## src/rtl/identificador_compuerta_if.sv

```systemverilog
// Signal bundle between the gate identifier and its surroundings:
// start/result handshake plus the drive/response wires of the gate under test.
interface identificador_compuerta_if;
    logic       inicio;
    logic       sal_dut;
    logic       ent1;
    logic       ent2;
    logic       ent3;
    logic       act;
    logic       ocupado;
    logic       listo;
    logic [2:0] sel_id;
    logic       valido;

    modport master (
        input  inicio,
        input  sal_dut,
        output ent1,
        output ent2,
        output ent3,
        output act,
        output ocupado,
        output listo,
        output sel_id,
        output valido
    );

    modport slave (
        output inicio,
        output sal_dut,
        input  ent1,
        input  ent2,
        input  ent3,
        input  act,
        input  ocupado,
        input  listo,
        input  sel_id,
        input  valido
    );
endinterface

```

## src/rtl/identificador_compuerta.sv

```systemverilog
// Sweeps all 8 input vectors through a 3-input gate, captures its truth
// table and decodes it back to the gate's 3-bit function code.
module identificador_compuerta #(
    parameter int unsigned ESPERA = 1
) (
    input  logic                       clk,
    input  logic                       rst_n,
    identificador_compuerta_if.master  bus
);

    localparam logic [3:0] ESPERA_C = 4'(ESPERA);

    typedef enum logic [1:0] {
        REPOSO,
        APLICAR,
        DECODIFICAR,
        FIN
    } estado_t;

    estado_t    state, state_d;
    logic [2:0] idx, idx_d;
    logic [3:0] cnt, cnt_d;
    logic [7:0] tabla, tabla_d;
    logic [2:0] vec, vec_d;
    logic       act_q, act_d;
    logic       ocup_q, ocup_d;
    logic       listo_q, listo_d;
    logic [2:0] sel_q, sel_d;
    logic       valido_q, valido_d;
    logic [2:0] dec_sel;
    logic       dec_ok;

    // Truth table bit i holds the gate response to vector i.
    always_comb begin
        dec_sel = 3'b111;
        dec_ok  = 1'b0;
        unique case (tabla)
            8'h80: begin dec_sel = 3'b001; dec_ok = 1'b1; end
            8'hFE: begin dec_sel = 3'b010; dec_ok = 1'b1; end
            8'h96: begin dec_sel = 3'b011; dec_ok = 1'b1; end
            8'h7F: begin dec_sel = 3'b100; dec_ok = 1'b1; end
            8'h01: begin dec_sel = 3'b101; dec_ok = 1'b1; end
            8'h69: begin dec_sel = 3'b110; dec_ok = 1'b1; end
            8'h00: begin dec_sel = 3'b000; dec_ok = 1'b1; end
            default: begin dec_sel = 3'b111; dec_ok = 1'b0; end
        endcase
    end

    always_comb begin
        state_d  = state;
        idx_d    = idx;
        cnt_d    = cnt;
        tabla_d  = tabla;
        vec_d    = vec;
        act_d    = act_q;
        ocup_d   = ocup_q;
        listo_d  = 1'b0;
        sel_d    = sel_q;
        valido_d = valido_q;
        unique case (state)
            REPOSO: begin
                if (bus.inicio) begin
                    state_d = APLICAR;
                    idx_d   = 3'd0;
                    cnt_d   = 4'd0;
                    vec_d   = 3'd0;
                    act_d   = 1'b1;
                    ocup_d  = 1'b1;
                end
            end
            APLICAR: begin
                if (cnt == ESPERA_C) begin
                    tabla_d[idx] = bus.sal_dut;
                    cnt_d        = 4'd0;
                    if (idx == 3'd7) begin
                        state_d = DECODIFICAR;
                    end else begin
                        idx_d = idx + 3'd1;
                        vec_d = idx + 3'd1;
                    end
                end else begin
                    cnt_d = cnt + 4'd1;
                end
            end
            DECODIFICAR: begin
                state_d  = FIN;
                sel_d    = dec_sel;
                valido_d = dec_ok;
                listo_d  = 1'b1;
                act_d    = 1'b0;
                ocup_d   = 1'b0;
            end
            FIN: begin
                state_d = REPOSO;
            end
            default: begin
                state_d = REPOSO;
            end
        endcase
    end

    always_ff @(posedge clk) begin
        if (!rst_n) begin
            state    <= REPOSO;
            idx      <= 3'd0;
            cnt      <= 4'd0;
            tabla    <= 8'h00;
            vec      <= 3'd0;
            act_q    <= 1'b0;
            ocup_q   <= 1'b0;
            listo_q  <= 1'b0;
            sel_q    <= 3'b000;
            valido_q <= 1'b0;
        end else begin
            state    <= state_d;
            idx      <= idx_d;
            cnt      <= cnt_d;
            tabla    <= tabla_d;
            vec      <= vec_d;
            act_q    <= act_d;
            ocup_q   <= ocup_d;
            listo_q  <= listo_d;
            sel_q    <= sel_d;
            valido_q <= valido_d;
        end
    end

    assign bus.ent1    = vec[2];
    assign bus.ent2    = vec[1];
    assign bus.ent3    = vec[0];
    assign bus.act     = act_q;
    assign bus.ocupado = ocup_q;
    assign bus.listo   = listo_q;
    assign bus.sel_id  = sel_q;
    assign bus.valido  = valido_q;

endmodule

```

## src/flat_wrapper.sv

```systemverilog
// flat-port wrapper written by rule: the top's interface ports become plain ports
module identificador_compuerta_flat 
#(
    parameter int unsigned ESPERA = 1
)
  (clk, rst_n, bus_inicio, bus_sal_dut, bus_ent1, bus_ent2, bus_ent3, bus_act, bus_ocupado, bus_listo, bus_sel_id, bus_valido);
  identificador_compuerta_if bus_i ();
  input  logic clk;
  input  logic rst_n;
  input wire logic [$bits(bus_i.inicio)-1:0] bus_inicio;
  input wire logic [$bits(bus_i.sal_dut)-1:0] bus_sal_dut;
  output wire logic [$bits(bus_i.ent1)-1:0] bus_ent1;
  output wire logic [$bits(bus_i.ent2)-1:0] bus_ent2;
  output wire logic [$bits(bus_i.ent3)-1:0] bus_ent3;
  output wire logic [$bits(bus_i.act)-1:0] bus_act;
  output wire logic [$bits(bus_i.ocupado)-1:0] bus_ocupado;
  output wire logic [$bits(bus_i.listo)-1:0] bus_listo;
  output wire logic [$bits(bus_i.sel_id)-1:0] bus_sel_id;
  output wire logic [$bits(bus_i.valido)-1:0] bus_valido;
  assign bus_i.inicio = bus_inicio;
  assign bus_i.sal_dut = bus_sal_dut;
  assign bus_ent1 = bus_i.ent1;
  assign bus_ent2 = bus_i.ent2;
  assign bus_ent3 = bus_i.ent3;
  assign bus_act = bus_i.act;
  assign bus_ocupado = bus_i.ocupado;
  assign bus_listo = bus_i.listo;
  assign bus_sel_id = bus_i.sel_id;
  assign bus_valido = bus_i.valido;
  identificador_compuerta #(.ESPERA(ESPERA)) u_core (.clk(clk), .rst_n(rst_n), .bus(bus_i));
endmodule
```

## config.mk

```make
export PLATFORM = sky130hd
export DESIGN_NAME = identificador_compuerta_flat
export DESIGN_NICKNAME = d
export VERILOG_FILES = /design/src/rtl/identificador_compuerta_if.sv /design/src/rtl/identificador_compuerta.sv /design/src/flat_wrapper.sv
export SDC_FILE = /design/constraint.sdc
export NUM_CORES = 1
export LEC_CHECK = 0
export ABC_AREA = 1
export CORE_MARGIN = 2
export CORE_UTILIZATION = 58
export CTS_BUF_LIST = sky130_fd_sc_hd__clkbuf_8
export CTS_CLUSTER_SIZE = 25
export DETAILED_ROUTE_END_ITERATION = 10
export PLACE_DENSITY = 0.79
export SYNTH_ARGS = -nofsm -noshare
export SYNTH_HDL_FRONTEND = slang
export SYNTH_SLANG_ARGS = --single-unit
```

## constraint.sdc

```tcl
create_clock -name clk -period 1.7 [get_ports clk]
set_clock_uncertainty 0.1 [all_clocks]
set_input_delay 0.17 -clock clk [delete_from_list [all_inputs] [get_ports clk]]
set_output_delay 0.17 -clock clk [all_outputs]
set_load 0.005 [all_outputs]
```

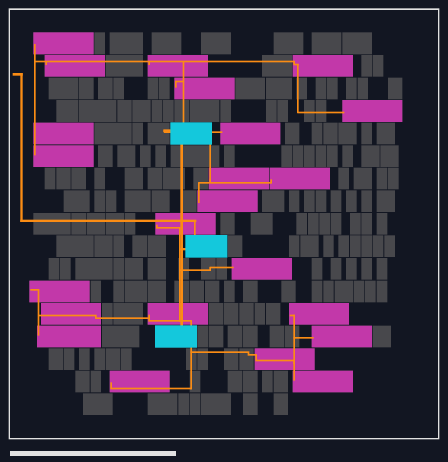
(run_1/clk_routes.png)
Scale bar: 20 µm.
[orange] clock wires | length: 259 µm
[cyan] clock drivers | count: 3
[magenta] flip-flops | count: 23
flops lie: spread over the die

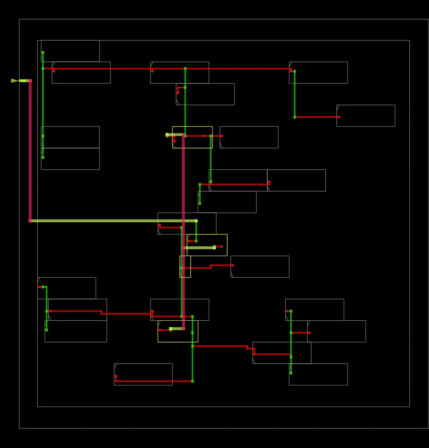
(run_1/clocks.png)
clock buf count: 3
Clk power: 328 µW
Num CTS Buffers: 3
sequential cell count: 23
Late-Pin Clk Latency: 0.26 ns

==> reports/metrics.cfg, run 1 <==
[clock_tree]
cts_tree=done
hold_buffers=0

[drt]
vias_per_cell=5.067
firstDrtPassIters=4
num_vias=1206
postRouteAntennaNets=0

[global_routing]
grt_usage_pct=23.32
antenna_found_initial=0
grt.overflow.total=0
grt_max_degree=14

[synthesis]
syn_area_per_cell_um2=6.814
mux_area_share_pct=0
synth_warnings=0
ys_seq_share_pct=35.01
floorplan.nets=204
fa_ha_area_share_pct=6.660
synth_xor_xnor_area_share_pct=1.332
topCellsByArea=dfxtp_1 35%, nand2_1 10%, nor2_1 7.1%
simple_gate_area_share_pct=32.35
ys_cells=193
synth_area_mm2=0.001315
synth_top_cell_by_area=dfxtp_1

[setup_path]
crit_type=reg -> reg
critPathMaxFanout=5
arrival_ns=1.68
cp.required_ns=1.80

[timing]
finalClockPeriodUsage_pct=93.16
max_freq_mhz=631.4
slew_headroom_pct=78.39
rsz0062_at_grt=true
fin_ws_ns=0.1163

[power]
p_switching_uw=614.1
swShare_pct=36.04
clkPwrFrac_pct=19.2
cellPowerDensity_mw_per_mm2=1113
ir_drop_mv=1.195
p_int_uw=1090

[floorplanning]
rows=17

[outcome]
status=finished clean

[placed_design]
gp_congestion=0.8120
io_buffers=13

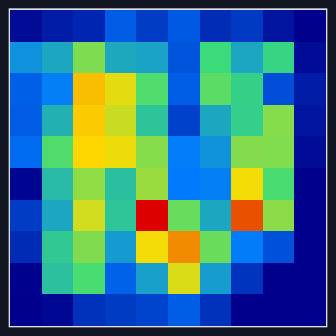
(run_1/metal_density.png)
The die is cut into 10 by 10 equal tiles; dark blue is low, red is high, scaled to the fullest tile. Values are wire area over tile area, all layers added.
nearly empty tiles: 13%
emptiest ninth of the die: south-east
fullest tile: 0.46
mean over tiles: 0.15
tiles over half the peak: 29%

-- run 1: path summary, 6_finish.rpt --
check | from | depth (start not counted) | slack (ns) | to
max reg2reg | u_core.state[0] | 9 | 0.12 | u_core.idx[0]
min | u_core.bus.sel_id[1] | 2 | 0.37 | u_core.bus.sel_id[1]
max | u_core.state[0] | 9 | 0.12 | u_core.idx[0]
min reg2reg | u_core.bus.sel_id[1] | 2 | 0.37 | u_core.bus.sel_id[1]
-- run 1: logic make-up (layout without fill, tap and decap cells) --
logic type,after synthesis,in the layout
flops,23,23
fa+ha+maj,7,7
simple gates,94,94
compound gates,31,31
buf+inv,36,53
xor+xnor,2,2
-- run 1: synthesized netlist by cell type --
library cell / n
a21oi_4: 1
xnor2_1: 2
a21oi_2: 1
buf_2: 2
nor2_2: 6
dfxtp_1: 23
clkinv_1: 1
a21oi_1: 16
nor2_4: 1
nor2_1: 25
nor3_1: 2
o21ai_0: 10
nand4_1: 2
inv_1: 24
ha_1: 7
o21a_1: 1
nand2_2: 9
o22ai_1: 1
nand3_1: 12
inv_2: 5
nand2_1: 35
clkinv_2: 2
buf_4: 2
and3_1: 2
a211oi_1: 1
-- run 1: layer usage --
metal,track usage (%),wire length (µm),vias to the layer above
li1,-,-,641
met1,26.81,1190,541
met2,42.31,1329,19
met3,4.310,62,5
met4,9.211,42,0
met5,0,0,-
-- run 1: power by group through the flow --
| stage | combinational [µW] | clock, µW | sequential, µW |
|---|---|---|---|
| after floorplan | 441 | 0 | 687 |
| after global placement | 619 | 0 | 685 |
| after detailed placement | 643 | 0 | 691 |
| after CTS | 649 | 332 | 679 |
| after global routing | 778 | 357 | 688 |
| final | 698 | 328 | 678 |
-- run 1: flip-flops by register name, indices dropped and copies added (netlist names) --
signal / count
u_core.tabla: 8
u_core.state: 2
u_core.bus.act: 1
u_core.cnt: 4
u_core.bus.listo: 1
u_core.idx: 3
u_core.bus.valido: 1
u_core.bus.sel_id: 3
-- run 1: layout make-up --
class	instances	area (µm²)
fill	197	638.1
timing repair buffer	17	160.2
clock inverter	1	3.754
clock buffer	3	41.29
multi-input combinational	134	706.9
inverter	32	122.6
tap	28	35.03
sequential	23	461.7
-- run 1: stage by stage --
stage	cells	hold WS [ns]	cell area (µm²)	TNS (ns)	util [%]
after detailed placement	232	0.3699	1470	0	67.76
after global routing	238	0.4109	1531	-0.02908	70.59
final	238	0.3728	1531	0	70.59
after global placement	232	0.3567	1470	0	67.76
after floorplan	193	0.1676	1315	0	-
after CTS	236	0.3792	1515	0	69.84
-- run 1: timing repair --
action | 4_1_cts | 5_1_grt
resized | 0 | 2
endpoints found under the setup margin | 0 | 4
buffers inserted | 0 | 2
-- run 1: critical path, cell delays in order (launching register included) --
cell	delay, ns
dfxtp_1	0.34
inv_1	0.07
ha_1	0.23
inv_2	0.12
nor2_4	0.06
a21oi_4	0.18
nand2_2	0.09
nor2_2	0.14
o21ai_0	0.09
nor2_1	0.11
==> run 2, diff against run 1 <==
--- a/config.mk
+++ b/config.mk
@@ -11,6 +11,7 @@
 export CTS_BUF_LIST = sky130_fd_sc_hd__clkbuf_8
 export CTS_CLUSTER_SIZE = 25
 export DETAILED_ROUTE_END_ITERATION = 10
+export GPL_ROUTABILITY_DRIVEN = 0
 export PLACE_DENSITY = 0.79
 export SYNTH_ARGS = -nofsm -noshare
 export SYNTH_HDL_FRONTEND = slang
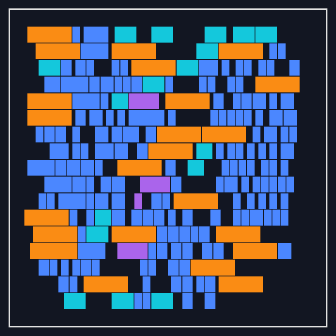
(run_2/placement_by_type.png)
| colour | class | cells |
|---|---|---|
| cyan | remaining buffers and delay cells | 17 |
| purple | clock drivers and dummy loads | 4 |
| orange | sequential cells | 23 |
| blue | combinational and other logic | 166 |

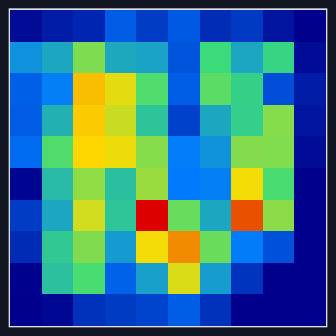
(run_2/metal_density.png)
The die is cut into 10 by 10 equal tiles; dark blue is low, red is high, scaled to the fullest tile. Values are wire area over tile area, all layers added.
mean over tiles: 0.15
fullest tile: 0.46
tiles over half the peak: 29%
emptiest ninth of the die: south-east

==> run 2 against run 1 <==
Final cell count is the same. Hold slack did not move. Fmax unchanged. Count of clock-buffer cells in the layout unchanged. First-iteration DRC count unchanged. Via count unchanged. Die size unchanged. Synthesized cell count unchanged. Register-to-register slack about the same. Critical endpoint unchanged.
==> reports/metrics.cfg, run 2 <==
[power]
p_int_uw=1090
ir_drop_mv=1.195
p_switching_uw=614.1
cellPowerDensity_mw_per_mm2=1113

[floorplanning]
rows=17

[synthesis]
synth-edff-count=0
simple_gate_area_share_pct=32.35
ys_seq_share_pct=35.01
syn_area_per_cell_um2=6.814
async_reset_ff_share_pct=0
synth_area_mm2=0.001315
synthTopCellsByCount=35 x nand2_1, 25 x nor2_1, 24 x inv_1
mux_area_share_pct=0
ff_type=dfxtp_1
fa_ha_area_share_pct=6.660
synth_xor_xnor_area_share_pct=1.332
floorplan.nets=204

[global_routing]
antenna_found_initial=0
grt.overflow.total=0
grt_usage_pct=23.32

[setup_path]
critPathMaxFanout=5
cp_num_buf_inv=2
crit_family=simple AND/OR/NAND/NOR gates
crit_type=reg -> reg
r2r_slack_ns=0.12
crit_chain=inv_1 > ha_1 > inv_2 > nor2_4 > a21oi_4 > nand2_2 > nor2_2 > o21ai_0 > nor2_1
slowest_stage=dfxtp_1
critPathMaxStageDelay_ns=0.34
r2r_end=u_core.idx[0]
r2r_cells=9

[timing]
max_freq_mhz=631.4
slew_headroom_pct=78.39
finalClockPeriodUsage_pct=93.16
rsz0062_at_grt=true

[drt]
vias_per_cell=5.067
num_vias=1206
postRouteAntennaNets=0
firstDrtPassIters=4

[outcome]
status=finished clean

[clock_tree]
clk-insertion-delay-late_ns=0.26

[placed_design]
placement.cell_area_mm2=0.001470

[layout]
postLayoutCellArea_mm2=0.001531
reg.largest.list=u_core.tabla: 8 flops, u_core.cnt: 4 flops

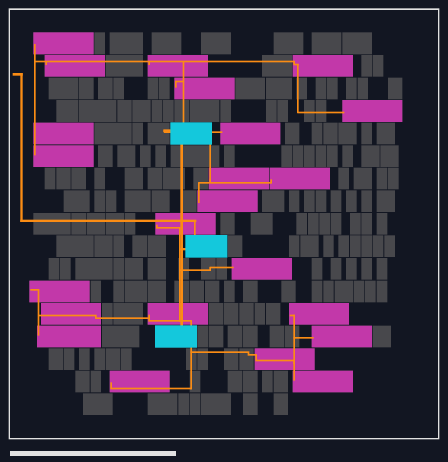
(run_2/clk_routes.png)
Scale bar: 20 µm.
[magenta] flip-flops | count: 23
[cyan] clock drivers | count: 3
[orange] clock wires | length: 259 µm
flops lie: spread over the die

run 2: cell counts in the layout (fill, tap and decap cells not counted):
Identical to the previous run, type by type.
run 2: metrics by stage:
| step | hold slack [ns] | setup slack (ns) | TNS, ns | cells |
|---|---|---|---|---|
| 6_report | 0.3728 | 0.1163 | 0 | 238 |
| 5_1_grt | 0.4109 | -0.02908 | -0.02908 | 238 |
| 4_1_cts | 0.3792 | 0.09492 | 0 | 236 |
| 3_5_place_dp | 0.3699 | 0.1224 | 0 | 232 |
| 3_3_place_gp | 0.3567 | 0.2003 | 0 | 232 |
| 2_1_floorplan | 0.1676 | 0.2665 | 0 | 193 |
run 2: worst min-delay path: stages, from the launching register on:
cell and delay (ns):
dfxtp_1 0.31, nand2_1 0.06, a21oi_1 0.06
run 2: cell type report:
cell class / count / area [µm²] / area share (%)
clock inverter: 1 / 3.754 / 0.2451
timing repair buffer: 17 / 160.2 / 10.46
multi-input combinational: 134 / 706.9 / 46.16
inverter: 32 / 122.6 / 8.007
sequential: 23 / 461.7 / 30.15
tap: 28 / 35.03 / 2.288
clock buffer: 3 / 41.29 / 2.696
run 2: layer usage:
layer	vias up	part of all wire, %	wire length (µm)	track usage, %
li1	641	-	-	-
met1	541	45	1190	26.81
met2	19	51	1329	42.31
met3	5	2.4	62	4.310
met4	0	1.6	42	9.211
met5	-	0	0	0
run 2: worst min-delay path by stage:
stage	from	end	slack [ns]	cells past startpoint
floorplan	rst_n	u_core.bus.listo	0.17	2
global placement	u_core.bus.sel_id[1]	u_core.bus.sel_id[1]	0.36	2
detailed placement	u_core.bus.sel_id[1]	u_core.bus.sel_id[1]	0.37	2
CTS	u_core.bus.sel_id[1]	u_core.bus.sel_id[1]	0.38	2
global route	u_core.bus.sel_id[1]	u_core.bus.sel_id[1]	0.41	2
finish	u_core.bus.sel_id[1]	u_core.bus.sel_id[1]	0.37	2
run 2: repair_timing:
item | in CTS | in global routing
hold buffers | 0 | 0
gates resized | 0 | 2
endpoints found under the setup margin | 0 | 4
buffers inserted | 0 | 2
run 2: cells by family after synthesis:
| logic type | count (synthesis) |
|---|---|
| AND-OR/OR-AND | 31 |
| XOR/XNOR | 2 |
| adder cells (fa/ha/maj) | 7 |
| buffers and inverters | 36 |
| flip-flops | 23 |
| AND/OR/NAND/NOR | 94 |
run 2: power groups by stage:
stage | clock network (µW) | logic [µW] | registers, µW
6_report | 328 | 698 | 678
3_5_place_dp | 0 | 643 | 691
3_3_place_gp | 0 | 619 | 685
4_1_cts | 332 | 649 | 679
2_1_floorplan | 0 | 441 | 687
5_1_grt | 357 | 778 | 688
Power figures rest on the tool's default switching activity, not on a simulated workload.
